Run 1, met1 routing:
Bar = 20 µm. Supply wires on this layer in grey.
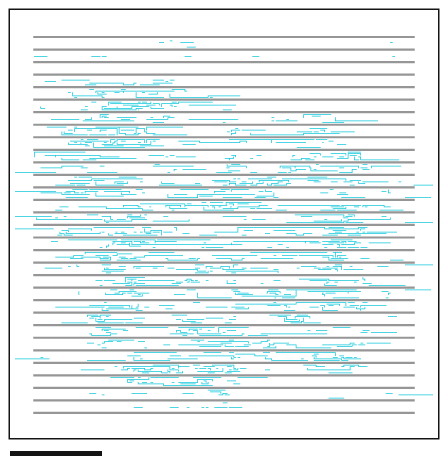
Run 1, signal wires on met2:
Cells faint in the background.
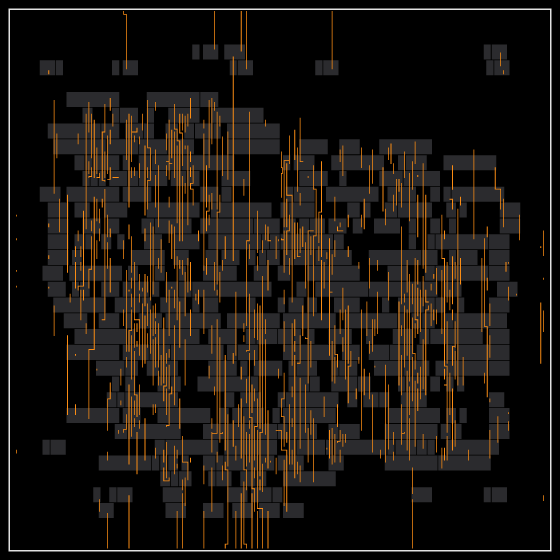
Run 1, met3 routing:
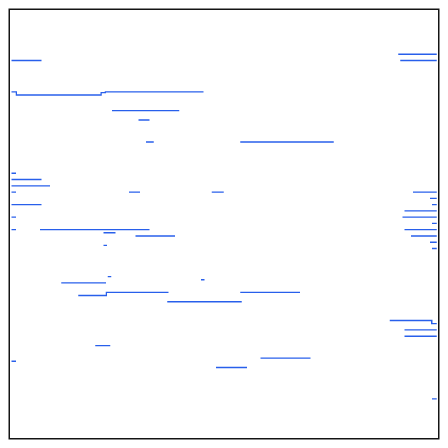
Run 1, track usage over the die:
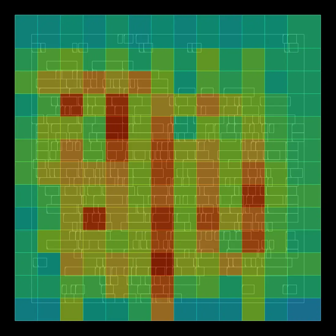
--- src/rtl/hud_text_sequencer_if.sv ---
// rtl/hud_text_sequencer_if.sv - game-logic <-> HUD text sequencer signal bundle
// Hi-score digit signals exist only when HUD_HISCORE_EN is defined.
interface hud_text_sequencer_if #(
    parameter int SCORE_W = 10
);
    logic               frame_clk;
    logic               start_game;
    logic               pacman_dead;
    logic [SCORE_W-1:0] score;
    logic               show_title;
    logic               show_score;
    logic               show_game_over;
    logic [7:0]         digit_h;
    logic [7:0]         digit_t;
    logic [7:0]         digit_u;
    logic               digits_busy;
    logic [1:0]         game_state;
`ifdef HUD_HISCORE_EN
    logic [7:0]         hi_h;
    logic [7:0]         hi_t;
    logic [7:0]         hi_u;
`endif

    modport master (
        output frame_clk, start_game, pacman_dead, score,
        input  show_title, show_score, show_game_over,
        input  digit_h, digit_t, digit_u, digits_busy, game_state
`ifdef HUD_HISCORE_EN
        , input hi_h, hi_t, hi_u
`endif
    );

    modport slave (
        input  frame_clk, start_game, pacman_dead, score,
        output show_title, show_score, show_game_over,
        output digit_h, digit_t, digit_u, digits_busy, game_state
`ifdef HUD_HISCORE_EN
        , output hi_h, hi_t, hi_u
`endif
    );
endinterface

--- src/rtl/hud_text_sequencer.sv ---
// rtl/hud_text_sequencer.sv - HUD banner FSM, blink/hold timers and score-to-ASCII converter
// Optional hi-score tracking is enabled by defining HUD_HISCORE_EN.
module hud_text_sequencer #(
    parameter int SCORE_W         = 10,
    parameter int SCORE_MAX       = 999,
    parameter int BLINK_FRAMES    = 30,
    parameter int GAMEOVER_FRAMES = 180
) (
    input logic                   Clk,
    input logic                   Reset_n,
    hud_text_sequencer_if.slave   bus
);
    localparam int BW = (BLINK_FRAMES > 1) ? $clog2(BLINK_FRAMES) : 1;
    localparam int GW = (GAMEOVER_FRAMES > 1) ? $clog2(GAMEOVER_FRAMES) : 1;
    localparam int CW = (SCORE_W > 1) ? $clog2(SCORE_W) : 1;
    localparam logic [BW-1:0]      BLINK_LAST = BW'(BLINK_FRAMES - 1);
    localparam logic [GW-1:0]      HOLD_LAST  = GW'(GAMEOVER_FRAMES - 1);
    localparam logic [CW-1:0]      SHIFT_LAST = CW'(SCORE_W - 1);
    localparam logic [SCORE_W-1:0] SAT        = SCORE_W'(SCORE_MAX);

    typedef enum logic [1:0] {
        ST_TITLE     = 2'b00,
        ST_PLAY      = 2'b01,
        ST_GAME_OVER = 2'b10
    } state_t;

    state_t             r_state;
    logic               r_frame_q;
    logic               r_show_title;
    logic               r_show_score;
    logic               r_show_go;
    logic [BW-1:0]      r_blink_cnt;
    logic [GW-1:0]      r_hold_cnt;
    logic               r_busy;
    logic [SCORE_W-1:0] r_bin;
    logic [11:0]        r_bcd;
    logic [CW-1:0]      r_shift_cnt;
    logic [7:0]         r_digit_h;
    logic [7:0]         r_digit_t;
    logic [7:0]         r_digit_u;

    logic               w_tick;
    logic [SCORE_W-1:0] w_score_sat;
    logic [11:0]        w_bcd_adj;
    logic [11:0]        w_bcd_next;

    assign w_tick      = bus.frame_clk & ~r_frame_q;
    assign w_score_sat = (bus.score > SAT) ? SAT : bus.score;

    always_comb begin
        w_bcd_adj = r_bcd;
        for (int i = 0; i < 3; i++) begin
            if (r_bcd[4*i +: 4] >= 4'd5)
                w_bcd_adj[4*i +: 4] = r_bcd[4*i +: 4] + 4'd3;
        end
    end
    assign w_bcd_next = {w_bcd_adj[10:0], r_bin[SCORE_W-1]};

    always_ff @(posedge Clk or negedge Reset_n) begin
        if (!Reset_n) r_frame_q <= 1'b0;
        else          r_frame_q <= bus.frame_clk;
    end

    // Banner outputs are updated alongside the state so they never lag it by a cycle.
    always_ff @(posedge Clk or negedge Reset_n) begin
        if (!Reset_n) begin
            r_state      <= ST_TITLE;
            r_show_title <= 1'b1;
            r_show_score <= 1'b0;
            r_show_go    <= 1'b0;
            r_blink_cnt  <= '0;
            r_hold_cnt   <= '0;
        end else begin
            case (r_state)
                ST_TITLE: begin
                    if (bus.start_game) begin
                        r_state      <= ST_PLAY;
                        r_blink_cnt  <= '0;
                        r_show_title <= 1'b0;
                        r_show_score <= 1'b1;
                    end else if (w_tick) begin
                        if (r_blink_cnt == BLINK_LAST) begin
                            r_blink_cnt  <= '0;
                            r_show_title <= ~r_show_title;
                        end else begin
                            r_blink_cnt <= r_blink_cnt + BW'(1);
                        end
                    end
                end
                ST_PLAY: begin
                    if (bus.pacman_dead) begin
                        r_state    <= ST_GAME_OVER;
                        r_hold_cnt <= '0;
                        r_show_go  <= 1'b1;
                    end
                end
                ST_GAME_OVER: begin
                    if (w_tick) begin
                        if (r_hold_cnt == HOLD_LAST) begin
                            r_state      <= ST_TITLE;
                            r_hold_cnt   <= '0;
                            r_blink_cnt  <= '0;
                            r_show_title <= 1'b1;
                            r_show_score <= 1'b0;
                            r_show_go    <= 1'b0;
                        end else begin
                            r_hold_cnt <= r_hold_cnt + GW'(1);
                        end
                    end
                end
                default: begin
                    r_state      <= ST_TITLE;
                    r_show_title <= 1'b1;
                    r_show_score <= 1'b0;
                    r_show_go    <= 1'b0;
                end
            endcase
        end
    end

    // Double-dabble: digits are written only on the final shift, never mid-conversion.
    always_ff @(posedge Clk or negedge Reset_n) begin
        if (!Reset_n) begin
            r_busy      <= 1'b0;
            r_bin       <= '0;
            r_bcd       <= '0;
            r_shift_cnt <= '0;
            r_digit_h   <= 8'h30;
            r_digit_t   <= 8'h30;
            r_digit_u   <= 8'h30;
        end else if (!r_busy) begin
            if (w_tick) begin
                r_bin       <= w_score_sat;
                r_bcd       <= '0;
                r_shift_cnt <= '0;
                r_busy      <= 1'b1;
            end
        end else begin
            r_bcd       <= w_bcd_next;
            r_bin       <= {r_bin[SCORE_W-2:0], 1'b0};
            r_shift_cnt <= r_shift_cnt + CW'(1);
            if (r_shift_cnt == SHIFT_LAST) begin
                r_busy    <= 1'b0;
                r_digit_h <= {4'h3, w_bcd_next[11:8]};
                r_digit_t <= {4'h3, w_bcd_next[7:4]};
                r_digit_u <= {4'h3, w_bcd_next[3:0]};
            end
        end
    end

    assign bus.show_title     = r_show_title;
    assign bus.show_score     = r_show_score;
    assign bus.show_game_over = r_show_go;
    assign bus.digit_h        = r_digit_h;
    assign bus.digit_t        = r_digit_t;
    assign bus.digit_u        = r_digit_u;
    assign bus.digits_busy    = r_busy;
    assign bus.game_state     = r_state;

`ifdef HUD_HISCORE_EN
    logic [SCORE_W-1:0] r_hi_score;
    logic [7:0]         r_hi_h;
    logic [7:0]         r_hi_t;
    logic [7:0]         r_hi_u;

    always_ff @(posedge Clk or negedge Reset_n) begin
        if (!Reset_n) begin
            r_hi_score <= '0;
            r_hi_h     <= 8'h30;
            r_hi_t     <= 8'h30;
            r_hi_u     <= 8'h30;
        end else if (r_state == ST_PLAY && bus.pacman_dead && w_score_sat > r_hi_score) begin
            r_hi_score <= w_score_sat;
            r_hi_h     <= r_digit_h;
            r_hi_t     <= r_digit_t;
            r_hi_u     <= r_digit_u;
        end
    end

    assign bus.hi_h = r_hi_h;
    assign bus.hi_t = r_hi_t;
    assign bus.hi_u = r_hi_u;
`endif
endmodule

--- src/flat_wrapper.sv ---
// flat-port wrapper written by rule: the top's interface ports become plain ports
module hud_text_sequencer_flat 
#(
    parameter int SCORE_W         = 10,
    parameter int SCORE_MAX       = 999,
    parameter int BLINK_FRAMES    = 30,
    parameter int GAMEOVER_FRAMES = 180
)
  (Clk, Reset_n, bus_frame_clk, bus_start_game, bus_pacman_dead, bus_score, bus_show_title, bus_show_score, bus_show_game_over, bus_digit_h, bus_digit_t, bus_digit_u, bus_digits_busy, bus_game_state);
  hud_text_sequencer_if #(.SCORE_W(SCORE_W)) bus_i ();
  input logic Clk;
  input logic Reset_n;
  input wire logic [$bits(bus_i.frame_clk)-1:0] bus_frame_clk;
  input wire logic [$bits(bus_i.start_game)-1:0] bus_start_game;
  input wire logic [$bits(bus_i.pacman_dead)-1:0] bus_pacman_dead;
  input wire logic [$bits(bus_i.score)-1:0] bus_score;
  output wire logic [$bits(bus_i.show_title)-1:0] bus_show_title;
  output wire logic [$bits(bus_i.show_score)-1:0] bus_show_score;
  output wire logic [$bits(bus_i.show_game_over)-1:0] bus_show_game_over;
  output wire logic [$bits(bus_i.digit_h)-1:0] bus_digit_h;
  output wire logic [$bits(bus_i.digit_t)-1:0] bus_digit_t;
  output wire logic [$bits(bus_i.digit_u)-1:0] bus_digit_u;
  output wire logic [$bits(bus_i.digits_busy)-1:0] bus_digits_busy;
  output wire logic [$bits(bus_i.game_state)-1:0] bus_game_state;
  assign bus_i.frame_clk = bus_frame_clk;
  assign bus_i.start_game = bus_start_game;
  assign bus_i.pacman_dead = bus_pacman_dead;
  assign bus_i.score = bus_score;
  assign bus_show_title = bus_i.show_title;
  assign bus_show_score = bus_i.show_score;
  assign bus_show_game_over = bus_i.show_game_over;
  assign bus_digit_h = bus_i.digit_h;
  assign bus_digit_t = bus_i.digit_t;
  assign bus_digit_u = bus_i.digit_u;
  assign bus_digits_busy = bus_i.digits_busy;
  assign bus_game_state = bus_i.game_state;
  hud_text_sequencer #(.SCORE_W(SCORE_W), .SCORE_MAX(SCORE_MAX), .BLINK_FRAMES(BLINK_FRAMES), .GAMEOVER_FRAMES(GAMEOVER_FRAMES)) u_core (.Clk(Clk), .Reset_n(Reset_n), .bus(bus_i));
endmodule
--- config.mk ---
export PLATFORM = sky130hd
export DESIGN_NAME = hud_text_sequencer_flat
export DESIGN_NICKNAME = d
export VERILOG_FILES = /design/src/rtl/hud_text_sequencer_if.sv /design/src/rtl/hud_text_sequencer.sv /design/src/flat_wrapper.sv
export SDC_FILE = /design/constraint.sdc
export NUM_CORES = 1
export LEC_CHECK = 0
export CORE_MARGIN = 5
export CORE_UTILIZATION = 45
export CTS_CLUSTER_DIAMETER = 200
export CTS_CLUSTER_SIZE = 40
export DETAILED_ROUTE_END_ITERATION = 7
export GPL_TIMING_DRIVEN = 0
export PLACE_DENSITY = 0.76
export SETUP_SLACK_MARGIN = 0.1
export SLEW_MARGIN = 10
export SYNTH_ARGS = -nofsm -noshare
export SYNTH_HDL_FRONTEND = slang
export SYNTH_SLANG_ARGS = --single-unit
--- constraint.sdc ---
create_clock -name Clk -period 2.21 [get_ports Clk]
set_input_delay 0.663 -clock Clk [delete_from_list [all_inputs] [get_ports Clk]]
set_output_delay 0.663 -clock Clk [all_outputs]
set_load 0.01 [all_outputs]
==> run_results.csv, run 1 <==
group,metric,value,unit
status,status,"complete, no violations",
detailed_routing,drt_iter0_drc,196,
logic_synthesis,syn_inst,304,
final_layout,fin_nets,383,
sta,rsz0062_at_grt,"false",
final_layout,antenna_cells,0,
final_layout,regMostFlops,"u_core.r_bcd",
logic_synthesis,ys_cells,304,
sta,period_needed,1.985,ns
final_layout,nClkBuffers,14,
final_layout,drive_gt1_share,15.47,%
setup_path,worstPathMaxFanout,5,
power,p_leak,1.754,nW
final_layout,inverters_excl_clock,9,
setup_path,rrSetupSlack,0.54,ns
logic_synthesis,yosys_warnings,0,
detailed_routing,avgViaCountPerCell,5.324,
final_layout,final_cell_area,0.003732,mm²
power,seq_power,1.77,mW
detailed_routing,drc_errors,0,
setup_path,crit_required,1.55,ns
logic_synthesis,synth_area,0.003093,mm²
clock_network,clock-sinks,58,
detailed_routing,wirelength_met1,2700,µm
final_layout,logic_gate_count,223,
power,p_total,4.551,mW
clock_network,clkTransAtPathRegs,0.06,ns
logic_synthesis,ys_sh_xor,2.265,%
setup_path,cp_num_buf_inv,1,
place,gp_congestion,0.7917,
clock_network,cts_tree,"done",
die,chip_area,0.008631,mm²
final_layout,flop_area,0.001453,mm²
die,n_tap_cell,80,
run,tool_warnings,31,
logic_synthesis,simple_gate_area_share,17.31,%
detailed_routing,vias,2353,
place,place_area,0.003548,mm²
setup_path,crit_family,"buffers and inverters",
worst_hold_path,hp-class,"input pin to asynchronous set/reset pin",
clock_network,post_cts_buffers,0,
detailed_routing,dr.pass1.iters,4,
logic_synthesis,synth-main-ff-cell,"dfrtp_1",
logic_synthesis,edf_count,0,
setup_path,path_class,"register to output pin",
setup_path,cp_num_cells,1,
logic_synthesis,area_leaders,"dfrtp_1, mux2i_1, nand2_1",
final_layout,biggestCellCategory,"multi-input combinational cells",
final_layout,reg.largest.list,"u_core.r_bcd (12), u_core.r_bin (10), u_core.r_hold_cnt (8)",
detailed_routing,routedWlPerCell,13.79,µm
clock_network,htree_levels,3,
logic_synthesis,ys_seq_share,46.97,%
setup_path,startpoint,"u_core.bus.digits_busy",
final_layout,clk_share,4.894,%
logic_synthesis,aoi_share,14.40,%
die,initial_utilization,45.78,%
logic_synthesis,ys_top_logic_family,"simple AND/OR/NAND/NOR gates",
sta,fmax,503.8,MHz
logic_synthesis,ys_types,50,
power,combinationalPowerShare,41.7,%
final_layout,nNonClkBuffers,56,
power,comb-power,1.90,mW
sta,tightest_slew,0.7158,ns
sta,whs,0.3883,ns
power,power-top-group,"combinational cells",
place,post-place-ws,-0.1119,ns
sta,finalClockSkew,0.007058,ns
sta,hold_violations,0,
logic_synthesis,yosys_area,0.003093,mm²
die,boundaryPins,45,
-- 'met1 routing' (at the start) --
The wires run mostly horizontal. The layer holds 44% of the routed length. 335 nets have wire on it.

-- 'signal wires on met2' (at the start) --
The layer carries 2980 µm of wire. The wires run mostly vertical. The longest straight run is 35.0 µm. The layer holds 49% of the routed length. 317 nets have wire on it.
WL final: 6094 µm
met2 Track Usage GR: 25.01%

-- 'met3 routing' (at the start) --
The layer carries 303 µm of wire. 37 nets have wire on it.

-- 'track usage over the die' (at the start) --
grt met3 use: 5.443%
final core occ: 55.24%
global-route track usage on met1: 19.15%
GRT Overall Usage: 15.66%

## Run 2: what changed since run 1
--- a/config.mk
+++ b/config.mk
@@ -6,12 +6,12 @@
 export NUM_CORES = 1
 export LEC_CHECK = 0
 export CORE_MARGIN = 5
-export CORE_UTILIZATION = 45
+export CORE_UTILIZATION = 50
 export CTS_CLUSTER_DIAMETER = 200
 export CTS_CLUSTER_SIZE = 40
 export DETAILED_ROUTE_END_ITERATION = 7
 export GPL_TIMING_DRIVEN = 0
-export PLACE_DENSITY = 0.76
+export PLACE_DENSITY = 0.82
 export SETUP_SLACK_MARGIN = 0.1
 export SLEW_MARGIN = 10
 export SYNTH_ARGS = -nofsm -noshare
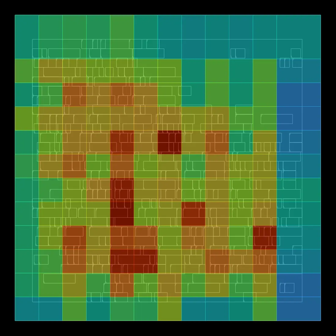
Run 2: track usage over the die
DR WL/cell: 14.67 µm
grt met3 use: 5.773%
GRT Overall Usage: 18.04%
global-route track usage on met1: 22.14%

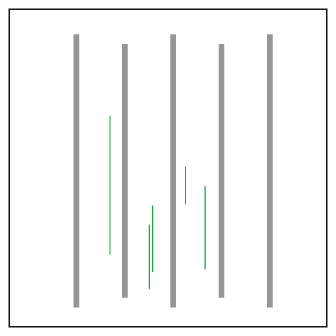
Run 2: M4 wires
Supply wires on this layer in grey.
The longest straight run is 38.8 µm. The layer carries 108 µm of wire. The wires run mostly vertical. The layer holds 1.7% of the routed length. 5 nets have wire on it.

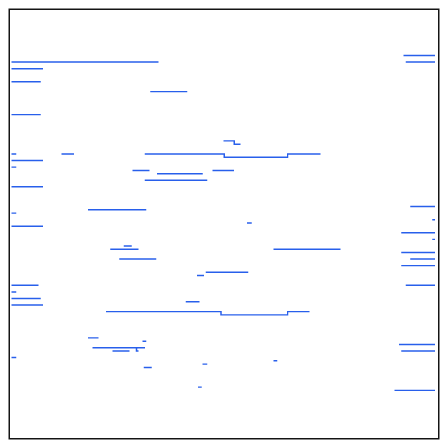
Run 2: met3 routing
45 nets have wire on it. The layer carries 352 µm of wire. The longest straight run is 30.1 µm. The layer holds 5.5% of the routed length. The wires run mostly horizontal.
WL final: 6411 µm
detailed-route via count: 2389

==> run 2 against run 1 <==
  * Power up 2.6%
  * Core utilization increased by 7.6 points
  * Count of clock-buffer cells in the layout is the same
  * Clock skew hardly changed
  * Non-clock buffer count stayed put
  * Critical endpoint unchanged
  * Clock power rose by 13%
==> run_results.csv, run 2 <==
group,metric,value,unit
setup_path,path_class,"register to output pin",
logic_synthesis,synth-main-ff-cell,"dfrtp_1",
logic_synthesis,yosys_area,0.003093,mm²
logic_synthesis,ys_top_logic_family,"simple AND/OR/NAND/NOR gates",
final_layout,flop_area,0.001453,mm²
setup_path,rrSetupSlack,0.49,ns
place,place_area,0.003542,mm²
run,tool_warnings,31,
final_layout,final_core_util,62.88,%
clock_network,post_cts_buffers,0,
power,combinationalPowerShare,40.8,%
global_routing,grt-ovfl-total,0,
detailed_routing,avgViaCountPerCell,5.467,
final_layout,clk_share,5.279,%
setup_path,cp_num_buf_inv,1,
detailed_routing,dr.pass1.iters,4,
logic_synthesis,yosys_warnings,0,
global_routing,grt_use_met2,29.82,%
worst_hold_path,hp-class,"input pin to asynchronous set/reset pin",
power,comb-power,1.90,mW
power,p_leak,1.766,nW
setup_path,cp_num_cells,1,
logic_synthesis,syn_inst,304,
final_layout,drive_gt1_share,15.19,%
logic_synthesis,edf_count,0,
clock_network,cts_tree,"done",
die,boundaryPins,45,
clock_network,root_buffer,"clkbuf_8",
final_layout,fin_nets,383,
final_layout,nClkBuffers,14,
final_layout,reg.largest.list,"u_core.r_bcd (12), u_core.r_bin (10), u_core.r_hold_cnt (8)",
final_layout,inverters_excl_clock,9,
place,post-place-ws,-0.1390,ns
clock_network,htree_levels,3,
die,initial_utilization,51.93,%
logic_synthesis,aoi_share,14.40,%
final_layout,nNonClkBuffers,56,
final_layout,antenna_cells,0,
power,p_total,4.667,mW
status,status,"complete, no violations",
power,seq_power,1.77,mW
detailed_routing,drt_iter0_drc,72,
logic_synthesis,ys_sh_xor,2.265,%
place,gp_congestion,0.7585,
logic_synthesis,ys_seq_share,46.97,%
setup_path,crit_family,"buffers and inverters",
sta,fmax,497.0,MHz
final_layout,biggestCellCategory,"multi-input combinational cells",
sta,finalClockSkew,0.006827,ns
die,chip_area,0.007859,mm²
power,power-top-group,"combinational cells",
die,n_tap_cell,75,
logic_synthesis,synth_area,0.003093,mm²
setup_path,crit_required,1.55,ns
final_layout,regMostFlops,"u_core.r_bcd",
sta,hold_violations,0,
logic_synthesis,simple_gate_area_share,17.31,%
logic_synthesis,ys_cells,304,
setup_path,startpoint,"u_core.bus.digits_busy",
Power figures rest on the tool's default switching activity, not on a simulated workload.
